<file path="src/rtl/namuru_time_base.sv">
// -----------------------------------------------------------------------------
// namuru_time_base
//
// Time-base scheduler for the Namuru GPS correlator. Divides the ADC sample
// strobe into the TIC epoch (pre_tic_enable followed one cycle later by
// tic_enable), the accumulation period (accum_enable) and a re-timed sample
// strobe for the correlators (accum_sample_enable). The live divider counters
// are exposed for software readback.
//
// Ports:
//   sys_clk              system clock, rising edge
//   rstn                 asynchronous active-low reset
//   samp_en              one-cycle ADC sample strobe
//   resync               request to restart both dividers on the next samp_en
//   tic_divide           TIC period minus one, in samples
//   accum_divide         accumulation period minus one, in samples
//   accum_sample_enable  samp_en delayed one cycle, only while running
//   pre_tic_enable       pulse one cycle ahead of tic_enable
//   tic_enable           TIC epoch pulse
//   accum_enable         accumulation-period pulse
//   tic_count            current TIC down-counter value
//   accum_count          current accumulation down-counter value
//   running              high once the dividers have been loaded
// -----------------------------------------------------------------------------
module namuru_time_base #(
  parameter int TIC_W = 24,
  parameter int ACC_W = 24
) (
  input  logic             sys_clk,
  input  logic             rstn,
  input  logic             samp_en,
  input  logic             resync,
  input  logic [TIC_W-1:0] tic_divide,
  input  logic [ACC_W-1:0] accum_divide,
  output logic             accum_sample_enable,
  output logic             pre_tic_enable,
  output logic             tic_enable,
  output logic             accum_enable,
  output logic [TIC_W-1:0] tic_count,
  output logic [ACC_W-1:0] accum_count,
  output logic             running
);

  typedef enum logic {
    ST_IDLE = 1'b0,
    ST_RUN  = 1'b1
  } state_t;

  state_t           r_state;
  logic [TIC_W-1:0] r_tic_cnt;
  logic [ACC_W-1:0] r_acc_cnt;
  logic             r_resync_pend;
  logic             r_samp_en;
  logic             r_pre_tic;
  logic             r_tic_en;
  logic             r_acc_en;
  logic             r_running;

  // A resync request taken now or left pending from an earlier cycle.
  logic w_resync_req;
  assign w_resync_req = resync | r_resync_pend;

  always_ff @(posedge sys_clk or negedge rstn) begin
    if (!rstn) begin
      r_state       <= ST_IDLE;
      r_tic_cnt     <= '0;
      r_acc_cnt     <= '0;
      r_resync_pend <= 1'b0;
      r_samp_en     <= 1'b0;
      r_pre_tic     <= 1'b0;
      r_tic_en      <= 1'b0;
      r_acc_en      <= 1'b0;
      r_running     <= 1'b0;
    end else begin
      // NOTE: non-blocking assignments make every right-hand side read the
      // pre-edge value, so r_tic_en takes last cycle's r_pre_tic no matter
      // what the branches below do to r_pre_tic this cycle.
      r_tic_en  <= r_pre_tic;
      r_pre_tic <= 1'b0;
      r_acc_en  <= 1'b0;
      r_samp_en <= samp_en && (r_state == ST_RUN);

      case (r_state)
        ST_IDLE: begin
          if (samp_en) begin
            // First strobe only loads; a resync seen here is absorbed.
            r_tic_cnt     <= tic_divide;
            r_acc_cnt     <= accum_divide;
            r_resync_pend <= 1'b0;
            r_running     <= 1'b1;
            r_state       <= ST_RUN;
          end else if (resync) begin
            r_resync_pend <= 1'b1;
          end
        end

        ST_RUN: begin
          if (samp_en) begin
            if (w_resync_req) begin
              // Restart both dividers silently.
              r_tic_cnt     <= tic_divide;
              r_acc_cnt     <= accum_divide;
              r_resync_pend <= 1'b0;
            end else begin
              if (r_tic_cnt == '0) begin
                r_tic_cnt <= tic_divide;
                r_pre_tic <= 1'b1;
              end else begin
                r_tic_cnt <= r_tic_cnt - TIC_W'(1);
              end

              if (r_acc_cnt == '0) begin
                r_acc_cnt <= accum_divide;
                r_acc_en  <= 1'b1;
              end else begin
                r_acc_cnt <= r_acc_cnt - ACC_W'(1);
              end
            end
          end else if (resync) begin
            r_resync_pend <= 1'b1;
          end
        end

        default: begin
          r_state   <= ST_IDLE;
          r_running <= 1'b0;
        end
      endcase
    end
  end

  assign accum_sample_enable = r_samp_en;
  assign pre_tic_enable      = r_pre_tic;
  assign tic_enable          = r_tic_en;
  assign accum_enable        = r_acc_en;
  assign tic_count           = r_tic_cnt;
  assign accum_count         = r_acc_cnt;
  assign running             = r_running;

endmodule

</file>
<file path="config.mk">
export PLATFORM = sky130hd
export DESIGN_NAME = namuru_time_base
export DESIGN_NICKNAME = d
export VERILOG_FILES = /design/src/rtl/namuru_time_base.sv
export SDC_FILE = /design/constraint.sdc
export NUM_CORES = 1
export LEC_CHECK = 0
export CAP_MARGIN = 15
export CORE_AREA = 5 5 127 129
export CTS_BUF_LIST = sky130_fd_sc_hd__clkbuf_16
export DETAILED_ROUTE_END_ITERATION = 7
export DIE_AREA = 0 0 132 134
export REMOVE_ABC_BUFFERS = 1
export SLEW_MARGIN = 15
export SYNTH_ARGS = -nofsm -noshare
export SYNTH_HDL_FRONTEND = slang
export SYNTH_SLANG_ARGS = --single-unit
</file>
<file path="constraint.sdc">
create_clock -name sys_clk -period 2.6 [get_ports sys_clk]
set_clock_uncertainty 0.1 [all_clocks]
set_input_delay 0.52 -clock sys_clk [delete_from_list [all_inputs] [get_ports sys_clk]]
set_output_delay 0.52 -clock sys_clk [all_outputs]
set_load 0.05 [all_outputs]
</file>
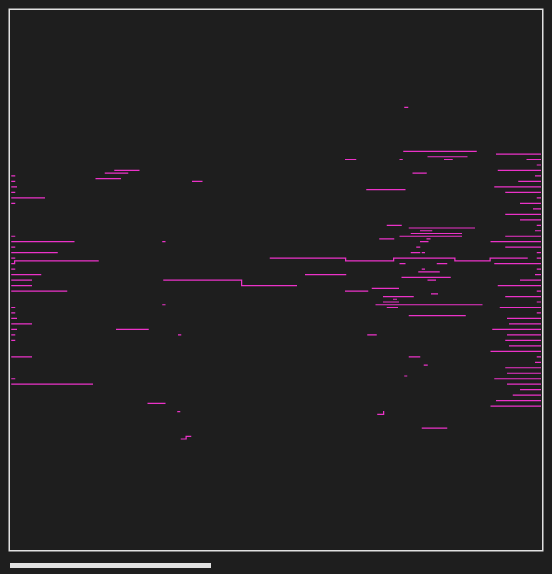
*M3 wires*
Scale bar: 50 um.
- share of all routed wire: 6.0%
- main direction: horizontal
- wire length on this layer: 774 um
via count: 3950
met3 Resource Use GR: 0.0349

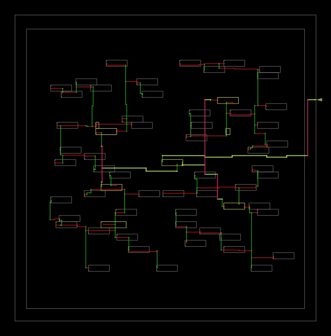
*Clock nets*
CTS sink count: 55
FFs & Latches: 55
number of clock-tree buffers in the layout: 5

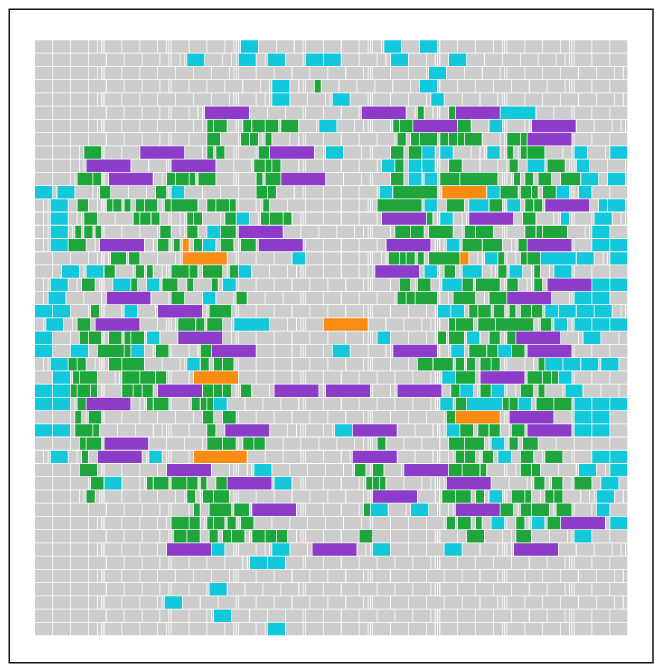
*Cell classes on the final placement*
Fill, decap, tap and diode cells in gray.
- green: all other logic (cells 327)
- purple: flip-flops (cells 55)
- orange: clock drivers and dummy loads (cells 8)
- cyan: other buffers and delay cells (cells 171)

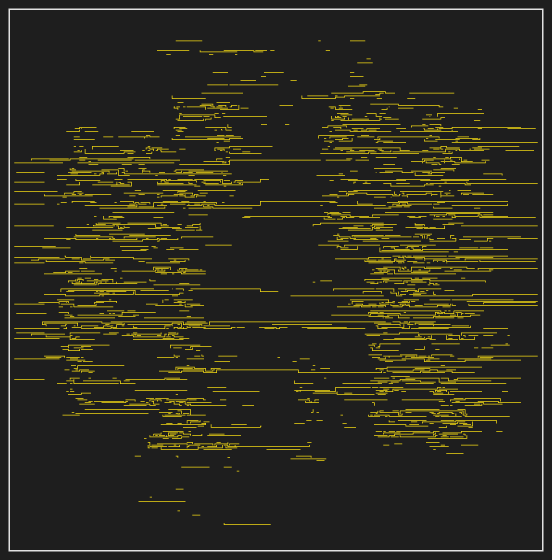
*The metal 1 layer*
- longest straight run: 43.7 um
- wire length on this layer: 5900 um
- main direction: horizontal
- nets with wire on the layer: 549
Total Routed Length: 12.9 mm
Global Route met1 Usage: 0.192

==> run summary <==
Implementation results

The flow ran to the end, and the final reports show no timing, DRC or antenna violations. Per the gpl log, the routability congestion estimate is 0.853. The biggest slice of the total power is consumed by combinational cells. The average instance area after synthesis is 8.75 um^2. The share of total power in sequential cells is 0.333.

The classification of the worst setup path is flip-flop to flip-flop. In this run, the synthesized area fraction spent on and/or/nand/nor cells is recorded as 0.288. Sequential cells consume a total of ~1.1 mW. The path depth of the worst reg2reg path is 7. The number of unique standard cell types used by synthesis is 54. The required time of the critical path is roughly 2.7 ns.

The synthesis area per yosys is approximately 3600 um^2. In the routed design, unresolved DRC markers number 0. The met2 routed wirelength is between 5 and 6 mm.

Power attributed to the clock group is ~0.79 mW. Looking at the reg2reg group, the worst path ends at accum_count[4]. The synthesized netlist was found by Yosys to have between 400 and 500 cells. The placed cell area is between 5000 and 6000 um^2. The vias per cell is ~5.3. The script extracted a net switching power of 1.30 mW.

The largest family of logic cells by area is simple AND/OR/NAND/NOR gates. The setup slack of the worst register-to-register path is between 0.0007 and 0.0008 ns. The adder and majority gate portion of the synthesized area is 0.0139. Of the total standard cell area in the layout, the sequential portion is 0.246.

The initial detailed-routing violation count is around 290. For this run, the register share of the synthesized area comes to 0.381. The minimum setup slack in the final design is 0.000766 ns. The count of multi-input gates is just over 300. The number of iterations in the first detailed-routing pass is 5. TritonCTS built the clock tree.

The source of the worst register-to-register timing path is accum_count[1].
==> cell usage after synthesis, types with 5 or more instances <==
library cell	number
inv_1	25
nand4_1	12
o21ai_0	25
or4_1	7
mux2i_1	20
nor3b_1	9
dfrtp_1	55
nor3_1	26
o211ai_1	7
a22oi_1	14
a2bb2oi_1	7
or3_1	7
nand2_1	20
or2_2	5
nand3_1	21
nand3b_1	8
nor4_1	15
nor2_1	21
and3_1	11
clkbuf_1	25
a21boi_0	11
==> flip-flops by register name, indices dropped and copies added (netlist names) <==
signal and cells:
tic_count 24, r_resync_pend 1, accum_count 24, pre_tic_enable 1
running 1, r_state 1, tic_enable 1, accum_enable 1
accum_sample_enable 1
Power is estimated from default activity; no workload was simulated.
